`config.mk`:
```
export PLATFORM = sky130hd
export DESIGN_NAME = wb_initiator
export DESIGN_NICKNAME = d
export VERILOG_FILES = /design/src/rtl/wb_initiator_pkg.sv /design/src/rtl/wb_initiator.sv
export SDC_FILE = /design/constraint.sdc
export NUM_CORES = 1
export LEC_CHECK = 0
export CAP_MARGIN = 30
export CORE_AREA = 5 5 125 127
export CTS_BUF_LIST = sky130_fd_sc_hd__clkbuf_8
export DETAILED_ROUTE_END_ITERATION = 12
export DIE_AREA = 0 0 130 132
export MAX_ROUTING_LAYER = met4
export PLACE_DENSITY = 0.82
export SLEW_MARGIN = 25
export SYNTH_ARGS = -nofsm -noshare
export SYNTH_HDL_FRONTEND = slang
export SYNTH_SLANG_ARGS = --single-unit
```
`constraint.sdc`:
```
create_clock -name wb_clk_i -period 4 [get_ports wb_clk_i]
set_input_delay 1 -clock wb_clk_i [delete_from_list [all_inputs] [get_ports wb_clk_i]]
set_output_delay 1 -clock wb_clk_i [all_outputs]
set_load 0.02 [all_outputs]
```
`src/rtl/wb_initiator_pkg.sv`:
```
// wb_initiator_pkg: FSM state encoding and command length width for wb_initiator
package wb_initiator_pkg;
  typedef enum logic [1:0] {IDLE, STROBE, GAP, RESP} state_e;
  localparam int LEN_W = 4;
endpackage

```
`src/rtl/wb_initiator.sv`:
```
// wb_initiator: valid/ready command stream -> Wishbone classic single/burst accesses, one response per beat, per-beat ack timeout
module wb_initiator
  import wb_initiator_pkg::*;
#(
  parameter int AW = 32,
  parameter int DW = 32,
  parameter int TIMEOUT = 255
) (
  input  logic              wb_clk_i,
  input  logic              wb_reset_n_i,
  input  logic              cmd_valid_i,
  output logic              cmd_ready_o,
  input  logic [AW-1:0]     cmd_adr_i,
  input  logic [DW-1:0]     cmd_dat_i,
  input  logic              cmd_we_i,
  input  logic [DW/8-1:0]   cmd_sel_i,
  input  logic [LEN_W-1:0]  cmd_len_i,
  output logic              rsp_valid_o,
  input  logic              rsp_ready_i,
  output logic [DW-1:0]     rsp_dat_o,
  output logic              rsp_err_o,
  output logic              rsp_last_o,
  output logic [AW-1:0]     wb_adr_o,
  output logic [DW-1:0]     wb_dat_o,
  output logic              wb_we_o,
  output logic              wb_cyc_o,
  output logic              wb_stb_o,
  output logic [DW/8-1:0]   wb_sel_o,
  input  logic [DW-1:0]     wb_dat_i,
  input  logic              wb_ack_i,
  output logic              busy_o
);
  localparam int TW = $clog2(TIMEOUT + 1);
  state_e           state_q;
  logic [AW-1:0]    adr_q;
  logic [DW-1:0]    dat_q, rsp_dat_q;
  logic [DW/8-1:0]  sel_q;
  logic [LEN_W-1:0] len_q;
  logic [TW-1:0]    tmo_q;
  logic             we_q, cyc_q, stb_q, rsp_valid_q, rsp_err_q, rsp_last_q, cmd_ready_q, busy_q;
  always_ff @(posedge wb_clk_i or negedge wb_reset_n_i) begin
    if (!wb_reset_n_i) begin
      state_q     <= IDLE;
      adr_q       <= '0;
      dat_q       <= '0;
      sel_q       <= '0;
      we_q        <= 1'b0;
      len_q       <= '0;
      tmo_q       <= '0;
      cyc_q       <= 1'b0;
      stb_q       <= 1'b0;
      rsp_valid_q <= 1'b0;
      rsp_dat_q   <= '0;
      rsp_err_q   <= 1'b0;
      rsp_last_q  <= 1'b0;
      cmd_ready_q <= 1'b1;
      busy_q      <= 1'b0;
    end else begin
      case (state_q)
        IDLE: if (cmd_valid_i) begin
          adr_q       <= cmd_adr_i;
          dat_q       <= cmd_dat_i;
          sel_q       <= cmd_sel_i;
          we_q        <= cmd_we_i;
          len_q       <= cmd_len_i;
          tmo_q       <= '0;
          cyc_q       <= 1'b1;
          stb_q       <= 1'b1;
          cmd_ready_q <= 1'b0;
          busy_q      <= 1'b1;
          state_q     <= STROBE;
        end
        STROBE: if (wb_ack_i) begin
          stb_q       <= 1'b0;
          cyc_q       <= len_q != '0;
          rsp_valid_q <= 1'b1;
          rsp_dat_q   <= we_q ? '0 : wb_dat_i;
          rsp_err_q   <= 1'b0;
          rsp_last_q  <= len_q == '0;
          state_q     <= RESP;
        end else if (tmo_q == TW'(TIMEOUT)) begin
          stb_q       <= 1'b0;
          cyc_q       <= 1'b0;
          rsp_valid_q <= 1'b1;
          rsp_dat_q   <= '0;
          rsp_err_q   <= 1'b1;
          rsp_last_q  <= 1'b1;
          state_q     <= RESP;
        end else begin
          tmo_q <= tmo_q + TW'(1);
        end
        RESP: if (rsp_ready_i) begin
          rsp_valid_q <= 1'b0;
          if (rsp_last_q) begin
            cyc_q       <= 1'b0;
            cmd_ready_q <= 1'b1;
            busy_q      <= 1'b0;
            state_q     <= IDLE;
          end else begin
            adr_q   <= adr_q + AW'(1);
            len_q   <= len_q - LEN_W'(1);
            state_q <= GAP;
          end
        end
        GAP: begin
          stb_q   <= 1'b1;
          tmo_q   <= '0;
          state_q <= STROBE;
        end
        default: state_q <= IDLE;
      endcase
    end
  end
  assign cmd_ready_o = cmd_ready_q;
  assign busy_o      = busy_q;
  assign rsp_valid_o = rsp_valid_q;
  assign rsp_dat_o   = rsp_dat_q;
  assign rsp_err_o   = rsp_err_q;
  assign rsp_last_o  = rsp_last_q;
  assign wb_adr_o    = adr_q;
  assign wb_dat_o    = dat_q;
  assign wb_we_o     = we_q;
  assign wb_sel_o    = sel_q;
  assign wb_cyc_o    = cyc_q;
  assign wb_stb_o    = stb_q;
endmodule

```
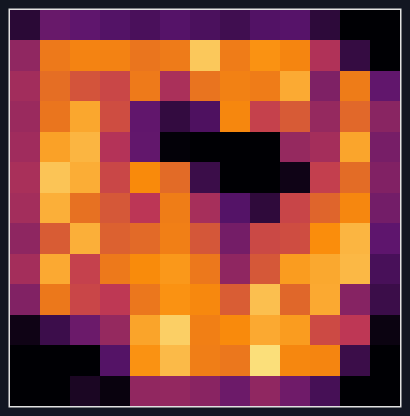
(run_1/density.png)
Drawn at 3 px/um. The die is cut into 13 by 13 equal tiles; black is low, pale yellow is high, 0 to 100% covered.
17% of the tiles are over 75% full. 10% of the tiles are nearly empty. The fullest tile reaches 93%. The mean over all tiles is 47%. The emptiest ninth of the die: lower left.
core area: 14310 um2
Util after Layout: 0.5829
effective utilization at floorplan: 0.3908

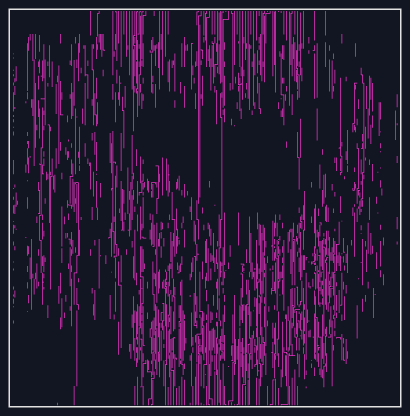
(run_1/met2.png)
Drawn at 3 px/um.
The wires run mostly vertical. 755 nets have wire on it. The layer carries 7910 um of wire. The longest straight run is 62.6 um.
M2 GR Usage: 0.2977
routed via count: 5247
detailed-route wire length: 16.63 mm

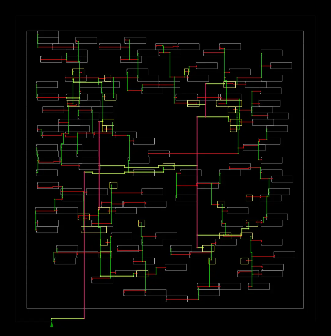
(run_1/final_clocks.png)
seq_cells: 122
cts bufs inserted: 17
number of sinks driven by the clock tree: 122
worst clock skew on the final layout: 0.006126 ns

==> highlights.md, run 1 <==
* **vias in the first global route** 5069
* **CP required** 4.35 ns
* **commonest register cell after synthesis** sky130_fd_sc_hd__dfrtp_1
* **combinational fraction of design power** 0.490
* **hold endpoint** cmd_ready_o
* **yosys synthesis chip area** 5594 um2
* **count of unique library cells instantiated by Yosys** 57
* **count of endpoints failing hold in the final timing report** 0
* **crit path capture type** flop
* **Worst Setup EP** wb_adr_o[11]
* **number of flops mapped to enable cells by yosys** 0
* **share of power burned in registers** 0.346
* **period utilisation layout** 0.6857
* **path class of the lowest-slack min-delay path** reg -> reg
* **critical hold path startpoint** cmd_ready_o
* **number of slew-limit violations in the final report** 0
* **total nets after synthesis** 696
* **Reg2Reg Depth** 5
* **syn avg cell area** 9.595 um2
* **antenna violations before repair** 0
* **CP cell instances** clkdlybuf4s50_1 -> or3b_2 -> nand2_1 -> buf_4 -> o21ai_0 -> a22oi_1
* **aggregate global routing overflow** 0
* **LEAKAGE** 3.602 nW
* **number of nets with antenna violations after routing** 0
* **share of layout cells above drive strength 1** 0.06931
* **standard-cell row count** 44
* **Post-CTS Hold Buffers** 0
* **source of the worst register-to-register timing path** state_q[1]
* **count of input and output buffers** 217
* **H-tree depth reported by CTS** 4
* **post-synthesis async set-or-reset flop share** 1.000
* **total global routing track utilization** 0.1980
* **cell count listed in synth_stat.txt** 583
* **Die Ht** 132 um
* **power drawn by the clock network** 1.07 mW
* **largest fanout on the critical path** 19
* **power of the sequential group** 2.26 mW
* **logic depth of the worst setup path including buffers** 6
* **critical setup path kind** in -> reg
* **RSZ-0062 raised after global routing** no
* **clock share of power** 0.164
* **ranking of synthesized cells by instance count** 139 x sky130_fd_sc_hd__nand2_1, 121 x sky130_fd_sc_hd__dfrtp_1, 40 x sky130_fd_sc_hd__nor2_1
* **post-cts resize count** 0
* **first-iteration detailed-routing DRC count** 426
* **run status** complete, no violations
* **synth warn** 0
* **tool warnings** 26
* **synthesized netlist cell count** 583
* **setup bufs post-CTS** 0
* **TNS Setup** 0 ns
* **post-layout net count** 909
* **detailed-placement wirelength estimate** 11.84 mm
* **Detailed Routing Iterations Pass 1** 4
* **first-pass GRT wire length** 26.19 mm
* **Syn Std Cell Area** 5594 um2
* **TritonCTS clock tree** built
* **top cell type by total area after synthesis** sky130_fd_sc_hd__dfrtp_1
* **share of synthesized area occupied by flip-flops and latches** 0.5460
* **Tmin final** 2.743 ns
* **critical-path cell with the highest stage delay** sky130_fd_sc_hd__clkdlybuf4s50_1
* **Worst-Skew Late Latency** 0.43 ns
* **category of cells accounting for the largest share of critical-path delay** buffers and inverters
* **cell chosen for the clock root** sky130_fd_sc_hd__clkbuf_8
* **pin count of the biggest net entering global routing** 59
* **Max Buffers Root-to-Sink** 2
* **register-to-register setup slack** 1.80 ns
* **areal power density over the cells** 783.4 nW/um2
* **count of buffer and inverter cells on the critical path** 2
* **pre-CTS WS** 0.7946 ns
* **top-level I/O count** 218
* **worst hold stages** 2
* **Crit path arrival time** 3.09 ns
* **worst reg2reg path endpoint** wb_adr_o[11]
* **count of unresolved DRC violations after routing** 0
* **# setup viols final** 0
* **most area-consuming cells after synthesis** sky130_fd_sc_hd__dfrtp_1 54%, sky130_fd_sc_hd__nand2_1 9.3%, sky130_fd_sc_hd__a22o_1 5.0%, sky130_fd_sc_hd__a21oi_1 2.9%, sky130_fd_sc_hd__nor2_1 2.7%
* **Worst-Margin Slew** 0.8748 ns
* **launch point of the worst path** cmd_valid_i
* **antenna cell count** 0
* **drt wl/cell** 16.77 um
* **Clk pin slew, worst setup/hold paths** 0.07 ns
* **Dominant cell area share** 0.5413
* **MaxCap Viol Count** 0
* **max frequency** 364.6 MHz
* **Vias/cell** 5.289
* **net switching power of the design** 2.726 mW
-- run 1: sequential cells by signal, indices dropped and copies added (netlist names), 2 cells and up --
register,flops
state_q,2
wb_dat_o,32
tmo_q,8
wb_sel_o,4
rsp_dat_o,32
len_q,4
wb_adr_o,32
-- run 1: layout by cell type, fill, tap and decap left out, types with 6 or more instances in the layout --
master / Yosys / routed
sky130_fd_sc_hd__nor3_1: 7 / 7
sky130_fd_sc_hd__o22ai_1: 7 / 7
sky130_fd_sc_hd__and3_1: 11 / 11
sky130_fd_sc_hd__buf_4: 0 / 10
sky130_fd_sc_hd__nand2_1: 139 / 139
sky130_fd_sc_hd__a211oi_1: 6 / 6
sky130_fd_sc_hd__clkdlybuf4s50_1: 0 / 216
sky130_fd_sc_hd__clkbuf_8: 0 / 17
sky130_fd_sc_hd__a311oi_1: 10 / 10
sky130_fd_sc_hd__o21ai_0: 14 / 14
sky130_fd_sc_hd__o21ai_1: 8 / 8
sky130_fd_sc_hd__dfrtp_1: 121 / 121
sky130_fd_sc_hd__a31oi_1: 6 / 6
sky130_fd_sc_hd__nand3_1: 28 / 28
sky130_fd_sc_hd__a22o_1: 32 / 32
sky130_fd_sc_hd__nor2_1: 40 / 39
sky130_fd_sc_hd__nand4_1: 6 / 6
sky130_fd_sc_hd__inv_1: 9 / 9
sky130_fd_sc_hd__a21oi_1: 32 / 32
-- run 1: worst reg2reg max path, cell delays in order (launching register included) --
cell and delay, ns:
sky130_fd_sc_hd__dfrtp_1 0.55, sky130_fd_sc_hd__or3b_2 0.54, sky130_fd_sc_hd__nand2_1 0.42, sky130_fd_sc_hd__buf_4 0.33, sky130_fd_sc_hd__o21ai_0 0.12, sky130_fd_sc_hd__a22oi_1 0.17
-- run 1: through the flow --
| step | instance area [um2] | hold WS (ns) | util | instances | total power, mW |
|---|---|---|---|---|---|
| 4_1_cts | 8323 | 0.4674 | 0.5815 | 991 | 6.566 |
| 5_1_grt | 8343 | 0.4737 | 0.5829 | 992 | 6.944 |
| 6_report | 8343 | 0.4627 | 0.5829 | 992 | 6.535 |
| 2_1_floorplan | 5594 | 0.4784 | - | 583 | 3.961 |
| 3_3_place_gp | 7938 | 0.4512 | 0.5545 | 960 | 5.376 |
| 3_5_place_dp | 7938 | 0.4549 | 0.5545 | 960 | 5.461 |
-- run 1: logic make-up (layout without fill, tap and decap cells) --
| kind of cell | Yosys count | count (layout) | share of synthesized area |
|---|---|---|---|
| simple gates | 267 | 267 | 0.2295 |
| xor+xnor | 6 | 6 | 0.009394 |
| fa+ha+maj | 3 | 3 | 0.006711 |
| compound gates | 140 | 140 | 0.1731 |
| buf+inv | 42 | 267 | 0.02975 |
| mux | 3 | 3 | 0.005592 |
| flops | 122 | 122 | 0.5460 |
-- run 1: routing by layer --
metal  part of all wire  GRT usage  vias up
met3              0.079    0.05632       30
met1               0.42     0.2535     2494
met2               0.48     0.2977      214
met4              0.021    0.07621        0
met5                  0          -        -
li1                   -          -     2509
-- run 1: cell type report --
class	count	area, um2
inverter	9	33.78
clock buffer	17	234.0
multi-input combinational	419	2382
timing repair buffer	227	2257
tap	184	230.2
fill	1234	5971
clock inverter	14	151.4
sequential	122	3054
==> inputs of run 2 (changes only) <==
==> constraint.sdc (replaced) <==
create_clock -name wb_clk_i -period 2.7 [get_ports wb_clk_i]
set_input_delay 0.675 -clock wb_clk_i [delete_from_list [all_inputs] [get_ports wb_clk_i]]
set_output_delay 0.675 -clock wb_clk_i [all_outputs]
set_load 0.02 [all_outputs]
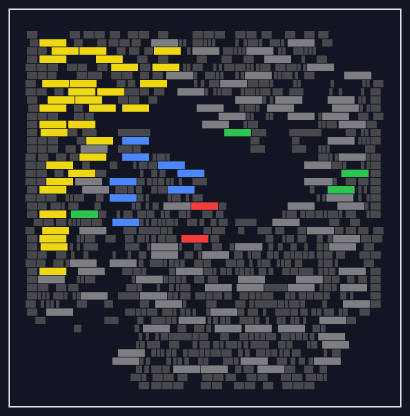
(run_2/registers.png)
Drawn at 3 px/um. Other sequential cells in the stronger gray, the rest of the logic in the fainter gray.
`tmo_q`: marked blue, sequential cells 8. `state_q`: marked red, sequential cells 2. `rsp_dat_o`: marked yellow, sequential cells 32. `wb_sel_o`: marked green, sequential cells 4.
Another 76 sequential cells are not colored.
Util after Layout: 0.5890
power of the sequential group: 3.29 mW
fraction of area in registers: 0.3623

==> highlights.md, run 2 <==
* **run status** complete, no violations
* **Crit path arrival time** 1.60 ns
* **total nets after synthesis** 696
* **leading cell type in the layout, fill and taps excluded** sky130_fd_sc_hd__clkdlybuf4s50_1
* **top cell type by total area after synthesis** sky130_fd_sc_hd__dfrtp_1
* **CP required** 2.03 ns
* **aggregate global routing overflow** 0
* **top-level I/O count** 218
* **RSZ-0062 raised after global routing** no
* **cell chosen for the clock root** sky130_fd_sc_hd__clkbuf_8
* **antenna violations before repair** 0
* **first-iteration detailed-routing DRC count** 401
* **yosys adder share** 0.006710
* **placed cell count** 968
* **cts bufs inserted** 17
* **Vias/cell** 5.258
* **most frequent logic cells in the routed design** 216 x sky130_fd_sc_hd__clkdlybuf4s50_1, 139 x sky130_fd_sc_hd__nand2_1, 121 x sky130_fd_sc_hd__dfrtp_1, 39 x sky130_fd_sc_hd__nor2_1
* **Die Ht** 132 um
* **commonest register cell after synthesis** sky130_fd_sc_hd__dfrtp_1
* **routed via count** 5258
* **number of flops mapped to enable cells by yosys** 0
* **post-synthesis async set-or-reset flop share** 1.000
* **TritonCTS clock tree** built
* **number of sinks driven by the clock tree** 122
* **syn avg cell area** 9.595 um2
* **antenna cell count** 0
* **met3 wire length** 1.276 mm
* **detailed-route wire length** 16.49 mm
* **Max Buffers Root-to-Sink** 2
* **critical-path cell with the highest stage delay** sky130_fd_sc_hd__clkdlybuf4s50_1
* **period utilisation layout** 0.8443
* **Dominant cell area share** 0.5413
* **share of synthesized area occupied by flip-flops and latches** 0.5460
* **number of nets with antenna violations after routing** 0
* **combinational family with the most area after synthesis** simple AND/OR/NAND/NOR gates
* **count of unique library cells instantiated by Yosys** 57
* **count of unresolved DRC violations after routing** 0
* **cell count listed in synth_stat.txt** 583
* **setup bufs post-CTS** 0
* **most area-consuming cells after synthesis** sky130_fd_sc_hd__dfrtp_1 54%, sky130_fd_sc_hd__nand2_1 9.3%, sky130_fd_sc_hd__a22o_1 5.0%, sky130_fd_sc_hd__a21oi_1 2.9%, sky130_fd_sc_hd__nor2_1 2.7%
* **areal power density over the cells** 1158 nW/um2
* **Syn Std Cell Area** 5594 um2
* **synthesized netlist cell count** 583
* **yosys synthesis chip area** 5594 um2
* **number of slew-limit violations in the final report** 0
* **post-layout net count** 916
* **category of cells accounting for the largest share of critical-path delay** buffers and inverters
* **Final Non-Filler Cells** 1000
* **vias in the first global route** 5121
* **count of input and output buffers** 217
* **highest metal layer with signal wires** met4
* **TNS Setup** 0 ns
* **post-cts resize count** 0
* **MaxCap Viol Count** 0
* **count of endpoints failing hold in the final timing report** 0
* **LEAKAGE** 3.655 nW
* **pin count of the biggest net entering global routing** 57
* **worst clock skew on the final layout** 0.008682 ns
* **critical setup path kind** reg -> out
* **ranking of synthesized cells by instance count** 139 x sky130_fd_sc_hd__nand2_1, 121 x sky130_fd_sc_hd__dfrtp_1, 40 x sky130_fd_sc_hd__nor2_1
* **CP cell instances** clkdlybuf4s50_1
* **# setup viols final** 0
* **Worst-Skew Late Latency** 0.43 ns
* **largest fanout on the critical path** 7
* **crit path capture type** output pin
* **synth warn** 0
* **post-synthesis compound-gate area fraction** 0.1731
* **portion of netlist area occupied by mux cells** 0.005592
* **count of buffer and inverter cells on the critical path** 1
==> run 2: cell counts after synthesis <==
Identical to the previous run, type by type.
==> run 2: worst paths after layout <==
path                       depth (start not counted)  slack, ns             to    startpoint
setup / recovery                                   1       0.42    wb_adr_o[0]   wb_adr_o[0]
hold / removal                                     1       0.12  rsp_dat_o[29]  wb_reset_n_i
setup reg to reg                                   6       0.72   wb_adr_o[11]    state_q[1]
hold reg to reg                                    2       0.47    cmd_ready_o   cmd_ready_o
max in group asynchronous                          2       1.94    cmd_ready_o  wb_reset_n_i
min in group wb_clk_i                              2       0.47    cmd_ready_o   cmd_ready_o
==> run 2: area by class of cell <==
cell class,count,area (um2)
Tap cell,184,230.2
Clock inverter,15,161.4
Timing Repair Buffer,234,2335
Clock buffer,17,234.0
Multi-Input combinational cell,419,2382
Fill cell,1235,5883
Sequential cell,122,3054
Inverter,9,33.78
==> run 2: routing by layer <==
layer | track usage | vias up
li1 | - | 2531
met1 | 0.2598 | 2484
met2 | 0.2937 | 217
met3 | 0.05511 | 26
met4 | 0.07621 | 0
met5 | - | -
==> run 2: cells by family after synthesis <==
| group | Yosys count |
|---|---|
| multiplexers | 3 |
| XOR/XNOR | 6 |
| flip-flops | 122 |
| adder cells (fa/ha/maj) | 3 |
| buffers and inverters | 42 |
| AND-OR/OR-AND | 140 |
| AND/OR/NAND/NOR | 267 |
==> run 2: through the flow <==
step                      hold slack, ns  power, mW  setup WS (ns)  instance area, um2  utilization
final                             0.1167      9.765         0.4204                8431       0.5890
after global routing              0.1082      10.41         0.3413                8431       0.5890
after CTS                        0.08932      9.859         0.3788                8431       0.5890
after detailed placement          0.4623      8.179         0.1487                8035       0.5614
after global placement            0.4521      8.067         0.1640                8035       0.5614
after floorplan                   0.3794      5.869         0.8763                5594            -
==> run 2: where the power goes <==
part           switching (mW)  internal [mW]
Clock                   0.800          0.834
Combinational            2.58           2.26
Sequential              0.671           2.62
Total                    4.05           5.71
Power and IR drop assume default switching activity.
